File: config.mk
export PLATFORM = sky130hd
export DESIGN_NAME = seven_segment_scanner_flat
export DESIGN_NICKNAME = d
export VERILOG_FILES = /design/src/rtl/seven_segment_scanner_if.sv /design/src/rtl/seven_segment_scanner.sv /design/src/flat_wrapper.sv
export SDC_FILE = /design/constraint.sdc
export NUM_CORES = 1
export LEC_CHECK = 0
export CAP_MARGIN = 25
export CORE_ASPECT_RATIO = 1.75
export CORE_UTILIZATION = 40
export DETAILED_ROUTE_END_ITERATION = 7
export DONT_BUFFER_PORTS = 1
export SLEW_MARGIN = 25
export SYNTH_ARGS = -nofsm -noshare
export SYNTH_HDL_FRONTEND = slang
export SYNTH_SLANG_ARGS = --single-unit
File: constraint.sdc
create_clock -name clk -period 4.6 [get_ports clk]
set_input_delay 1.15 -clock clk [delete_from_list [all_inputs] [get_ports clk]]
set_output_delay 1.15 -clock clk [all_outputs]
set_load 0.02 [all_outputs]
File: src/rtl/seven_segment_scanner_if.sv
// ============================================================================
// Module      : seven_segment_scanner_if
// Description : Value/decimal-point load channel (valid/ready) of the scanner.
// Revision    : 1.0 - initial release
// ============================================================================
`default_nettype none

interface seven_segment_scanner_if;
    logic [31:0] value;
    logic [7:0]  dp;
    logic        value_valid;
    logic        value_ready;

    modport master (
        output value,
        output dp,
        output value_valid,
        input  value_ready
    );

    modport slave (
        input  value,
        input  dp,
        input  value_valid,
        output value_ready
    );
endinterface

`default_nettype wire

File: src/rtl/seven_segment_scanner.sv
// ============================================================================
// Module      : seven_segment_scanner
// Description : 8-digit multiplexed seven-segment scanner with blanking gaps
//               and frame-synchronous (tear-free) value updates.
// Revision    : 1.0 - initial release
// ============================================================================
`default_nettype none

module seven_segment_scanner #(
    parameter int CLK_DIV      = 100000,
    parameter int BLANK_CYCLES = 1000
) (
    input  wire logic               clk,
    input  wire logic               rst,
    seven_segment_scanner_if.slave  load,
    input  wire logic [7:0]         digit_enable,
    output logic [3:0]              digit_code,
    input  wire logic [7:0]         dec_cathodes,
    output logic [7:0]              anodes,
    output logic [7:0]              cathodes,
    output logic                    frame_start
);

    localparam int c_CNT_MAX = (CLK_DIV > BLANK_CYCLES) ? CLK_DIV : BLANK_CYCLES;
    localparam int c_CW      = (c_CNT_MAX > 1) ? $clog2(c_CNT_MAX) : 1;

    localparam logic [c_CW-1:0] c_SHOW_LAST  = c_CW'(CLK_DIV - 1);
    localparam logic [c_CW-1:0] c_BLANK_LAST = c_CW'(BLANK_CYCLES - 1);

    localparam logic [0:0] c_PH_BLANK = 1'b0;
    localparam logic [0:0] c_PH_SHOW  = 1'b1;

    logic [0:0]      r_phase;
    logic [2:0]      r_idx;
    logic [c_CW-1:0] r_cnt;

    logic [0:0]      w_phase_nxt;
    logic [2:0]      w_idx_nxt;
    logic [c_CW-1:0] w_cnt_nxt;
    logic            w_frame_end;

    logic [31:0]     r_disp_value;
    logic [7:0]      r_disp_dp;
    logic [31:0]     r_shadow_value;
    logic [7:0]      r_shadow_dp;
    logic            r_pending;

    logic            w_accept;
    logic            w_commit;
    logic            w_lit;
    logic            w_unused_dec7;

    // ------------------------------------------------------------------
    // Scan sequencer: BLANK -> SHOW per digit, index advances after SHOW
    // ------------------------------------------------------------------
    always_ff @(posedge clk or posedge rst) begin
        if (rst) begin
            r_phase <= c_PH_BLANK;
            r_idx   <= 3'd0;
            r_cnt   <= '0;
        end else begin
            r_phase <= w_phase_nxt;
            r_idx   <= w_idx_nxt;
            r_cnt   <= w_cnt_nxt;
        end
    end

    always_comb begin
        w_phase_nxt = r_phase;
        w_idx_nxt   = r_idx;
        w_cnt_nxt   = r_cnt + c_CW'(1);
        w_frame_end = 1'b0;
        if (r_phase == c_PH_BLANK) begin
            if (r_cnt == c_BLANK_LAST) begin
                w_phase_nxt = c_PH_SHOW;
                w_cnt_nxt   = '0;
            end
        end else begin
            if (r_cnt == c_SHOW_LAST) begin
                w_phase_nxt = c_PH_BLANK;
                w_idx_nxt   = r_idx + 3'd1;
                w_cnt_nxt   = '0;
                w_frame_end = (r_idx == 3'd7);
            end
        end
    end

    // ------------------------------------------------------------------
    // Load channel: one-deep shadow, committed only at the frame boundary
    // ------------------------------------------------------------------
    assign w_accept         = load.value_valid && !r_pending;
    assign w_commit         = w_frame_end && r_pending;
    assign load.value_ready = ~r_pending;

    // accept and commit are mutually exclusive since they need opposite pending
    always_ff @(posedge clk or posedge rst) begin
        if (rst) begin
            r_disp_value   <= 32'd0;
            r_disp_dp      <= 8'd0;
            r_shadow_value <= 32'd0;
            r_shadow_dp    <= 8'd0;
            r_pending      <= 1'b0;
        end else begin
            if (w_commit) begin
                r_disp_value <= r_shadow_value;
                r_disp_dp    <= r_shadow_dp;
                r_pending    <= 1'b0;
            end
            if (w_accept) begin
                r_shadow_value <= load.value;
                r_shadow_dp    <= load.dp;
                r_pending      <= 1'b1;
            end
        end
    end

    // ------------------------------------------------------------------
    // Output decode straight from registered state
    // ------------------------------------------------------------------
    assign w_lit       = (r_phase == c_PH_SHOW) && digit_enable[r_idx];
    assign digit_code  = r_disp_value[{r_idx, 2'b00} +: 4];
    assign anodes      = w_lit ? ~(8'h01 << r_idx) : 8'hFF;
    assign cathodes    = w_lit ? {~r_disp_dp[r_idx], dec_cathodes[6:0]} : 8'hFF;
    assign frame_start = (r_phase == c_PH_SHOW) && (r_idx == 3'd0) && (r_cnt == '0);

    // decoder's own dp bit is replaced by display_dp
    assign w_unused_dec7 = dec_cathodes[7];

endmodule

`default_nettype wire

File: src/flat_wrapper.sv
// flat-port wrapper written by rule: the top's interface ports become plain ports
module seven_segment_scanner_flat 
#(
    parameter int CLK_DIV      = 100000,
    parameter int BLANK_CYCLES = 1000
)
  (clk, rst, digit_enable, digit_code, dec_cathodes, anodes, cathodes, frame_start, load_value, load_dp, load_value_valid, load_value_ready);
  seven_segment_scanner_if load_i ();
  input  wire logic clk;
  input  wire logic rst;
  input  wire logic [7:0] digit_enable;
  output logic [3:0] digit_code;
  input  wire logic [7:0] dec_cathodes;
  output logic [7:0] anodes;
  output logic [7:0] cathodes;
  output logic frame_start;
  input wire logic [$bits(load_i.value)-1:0] load_value;
  input wire logic [$bits(load_i.dp)-1:0] load_dp;
  input wire logic [$bits(load_i.value_valid)-1:0] load_value_valid;
  output wire logic [$bits(load_i.value_ready)-1:0] load_value_ready;
  assign load_i.value = load_value;
  assign load_i.dp = load_dp;
  assign load_i.value_valid = load_value_valid;
  assign load_value_ready = load_i.value_ready;
  seven_segment_scanner #(.CLK_DIV(CLK_DIV), .BLANK_CYCLES(BLANK_CYCLES)) u_core (.clk(clk), .rst(rst), .load(load_i), .digit_enable(digit_enable), .digit_code(digit_code), .dec_cathodes(dec_cathodes), .anodes(anodes), .cathodes(cathodes), .frame_start(frame_start));
endmodule
==> images/layer_met1.png <==
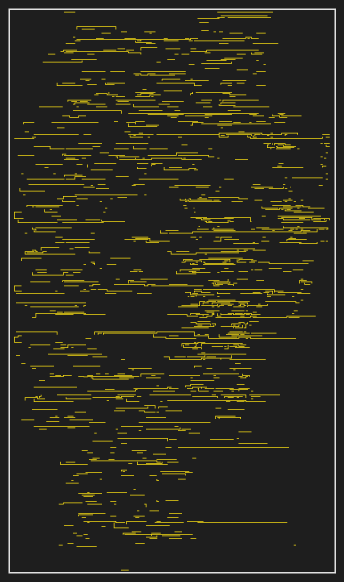
The layer holds 38% of the routed length. The longest straight run is 33.6 um. 363 nets have wire on it.
Routed WL: 9.13 mm
met1 Track Usage GR: 17.7%
via count: 2,722

==> images/congestion.png <==
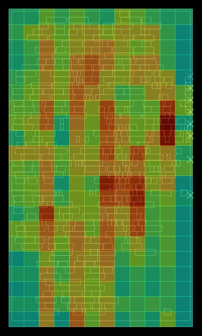
Total GRT Usage: 16.3%
grt peak-use layer: met2
met2 usage: 30.0%
Global Route met3 Usage: 3.13%

==> images/clk_routes.png <==
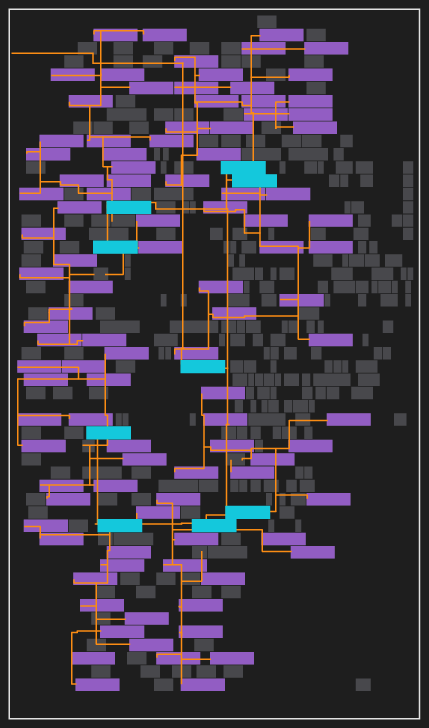
Key: cyan = clock drivers [count 9]; purple = flip-flops [count 102]; orange = clock wires [length 1,140 um]
Position of the flops: spread over the die. There are 10 routed clock nets.

==> images/io_fan.png <==
The bar under the picture is 20 um long.
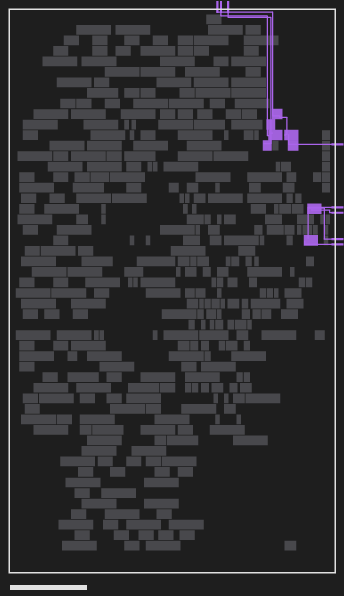
Key: purple = `digit_enable` [direction input, edge 5 right, 3 top, end cells 8, buffers 0, wire 199 um]
IO buf count: 0
count of boundary I/O pins: 81

==> images/flops_by_reg.png <==
Other sequential cells in the stronger gray, the rest of the logic in the fainter gray.
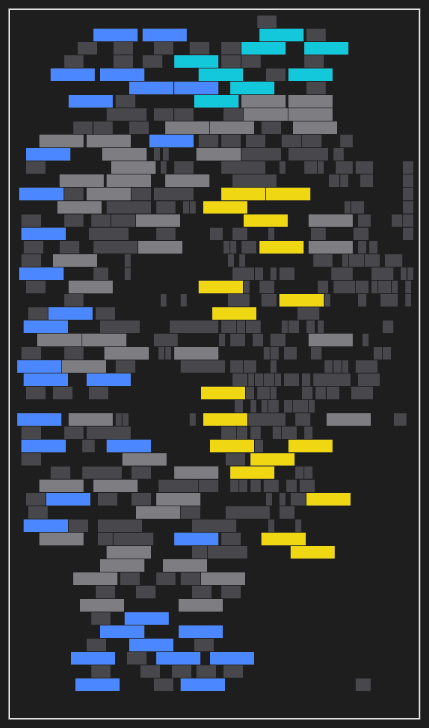
Key: cyan = `u_core.r_shadow_dp` [flops 8, where top middle]; yellow = `u_core.r_cnt` [flops 17]; blue = `u_core.r_shadow_value` [flops 32]
Another 45 sequential cells are not colored.

==> results.json <==
{
  "edf_count": 0,
  "min_to": "u_core.r_disp_value[8]",
  "min_path_cells": 1,
  "compound_area_share_pct": 2.11,
  "cts_root_buffer": "clkbuf_16",
  "finClkSkew_ns": 0.00614,
  "run_status": "finished with violations",
  "coreArea_sq_mm": 0.0115,
  "grt_pass1_vias": 2979,
  "clk_path_buf_depth": 2,
  "worst_pin_slew_ns": 0.949,
  "cts_tree": "built",
  "finish.utilization_pct": 44.6,
  "ys_warn_count": 0,
  "worst_setup_path_start_kind": "register",
  "synthXorXnorAreaFrac_pct": 2.62,
  "finalCriticalPeriod_ns": 3.72,
  "finalCritPeriodShare_pct": 80.9,
  "die-area_sq_mm": 0.0122,
  "ys_sh_mux_pct": 25.1,
  "nets": 420,
  "slowest_stage": "dfrtp_1",
  "hp-start": "u_core.r_disp_value[8]",
  "ys_seq_share_pct": 54.5,
  "ys_cells": 350,
  "common_cells": "102 x dfrtp_1, 74 x mux2_2, 26 x nand2_1, 13 x nor2_1",
  "crit_fanout": 21,
  "final-seq-area_sq_mm": 0.00255,
  "cts_made_buffers": 9,
  "die_x_um": 83.8,
  "fmax_mhz": 269,
  "fp-row-count": 52,
  "slew_violations": 0,
  "cap_violations": 0,
  "setup_violations": 0,
  "simple_gate_area_share_pct": 10.6,
  "clk_latency_ns": 0.34,
  "diodes": 0,
  "synth_cells": 350,
  "drtIter0Drc": 157,
  "logic_area_sq_mm": 0.00200,
  "ys_top_cells_by_area": "dfrtp_1 54%, mux2_2 18%, mux4_2 4.8%",
  "wl_per_cell_um": 18.5,
  "hold_viol_final": 0,
  "vdd_drop_max_v": 0.000255,
  "post_cts_buffers": 0,
  "ys_sh_adder_pct": 2.14,
  "fp_util_pct": 40.7,
  "dieHeight_um": 145,
  "cp_slowest_stage_delay_ns": 0.97,
  "vias_per_cell": 5.52,
  "path_clk_slew_ns": 0.07,
  "grt.overflow.total": 0,
  "logic_family": "multiplexers",
  "grt_pass1_wl_mm": 15.3,
  "synth-seq-cells": 102,
  "top_cell": "dfrtp_1",
  "cts-hold-fix-buffers": 0,
  "violations": "DRC",
  "grt_max_degree": 81,
  "cts_resized": 0,
  "drc": 15,
  "ys_types": 35,
  "fill_cells": 1065,
  "regToRegEndpoint": "u_core.r_disp_value[18]",
  "place_congestion": 0.820,
  "ff_type": "dfrtp_1",
  "synth-async-reset-ratio_pct": 100,
  "clock-sinks": 102,
  "htree_levels": 3,
  "setup_tns_ns": 0,
  "r2r-start": "u_core.r_idx[1]",
  "drive_gt1_share_pct": 33.5,
  "antenna_found_initial": 0,
  "drtPass1Iterations": 8,
  "fp_nets": 417,
  "required_ns": 3.45,
  "cp_data_arrival_time_ns": 2.57
}
-- cells in the final DEF, fill, tap and decap left out, types with 7 or more instances in the layout --
cell type  instances
nand4_1            7
or2_2              8
mux4_2            10
mux2_1             7
dfrtp_1          102
inv_1              9
nand3_1            9
ha_1               8
nor2_1            13
mux2_2            74
clkbuf_16          9
nor3_1             9
nand2_1           26
xnor2_1            9
-- critical path, delay by kind of cell (launching register included) --
family / cells / cell delay (ns)
DFF: 1 / 0.97
and+or+nand+nor: 1 / 0.31
AOI/OAI and AO/OA: 1 / 0.75
muxes: 1 / 0.20
-- through the flow --
stage	hold WS, ns	setup slack, ns	cell area, sq um	cells	power [W]
5_1_grt	0.514	0.649	5140	493	0.00182
3_3_place_gp	0.462	1.14	4810	476	0.00104
2_1_floorplan	0.450	0.775	4690	350	0.00102
4_1_cts	0.492	0.870	5130	493	0.00178
3_5_place_dp	0.474	1.06	4840	477	0.00104
6_report	0.485	0.876	5140	493	0.00175
-- how the worst max path moves through the flow --
stage | startpoint | endpoint | slack, ns | cells past startpoint
after floorplan | rst | u_core.r_cnt[0] | 0.77 | 1
after global placement | digit_enable[5] | anodes[6] | 1.14 | 4
after detailed placement | digit_enable[5] | anodes[4] | 1.06 | 4
after CTS | u_core.r_idx[1] | anodes[4] | 0.87 | 3
after global routing | u_core.r_idx[1] | anodes[6] | 0.65 | 3
final | u_core.r_idx[1] | anodes[4] | 0.88 | 3
-- registers in the layout, summed over array words and instances, names as in the netlist --
| signal | cells |
|---|---|
| u_core.r_cnt | 17 |
| u_core.r_disp_dp | 8 |
| u_core.r_disp_value | 32 |
| u_core.r_idx | 3 |
| u_core.r_pending | 1 |
| u_core.r_phase | 1 |
| u_core.r_shadow_dp | 8 |
| u_core.r_shadow_value | 32 |
-- routing by layer --
layer,GRT usage [%],up-vias,routed length [um]
li1,-,1252,-
met1,17.7,1388,3470
met2,30.0,71,5120
met3,3.13,11,389
met4,7.50,0,156
met5,0,-,0
-- kinds of logic after synthesis --
logic type,count (synthesis)
mux,95
flops,102
simple gates,91
compound gates,14
xor+xnor,14
buf+inv,26
fa+ha+maj,8
-- power breakdown --
part           total [W]  internal [W]  switching (W)
combinational  0.0000596     0.0000320      0.0000276
sequential      0.000959      0.000937      0.0000223
clock           0.000732      0.000391       0.000341
total            0.00175       0.00136       0.000391
-- cell type report --
class	instances	area share [%]
inverters	11	0.901
well taps	135	3.29
flip-flops and latches	102	49.7
clock inverters	6	1.05
repair buffers	7	1.41
multi-input cells	222	39.0
clock buffers	10	4.65
Power figures rest on the tool's default switching activity, not on a simulated workload.
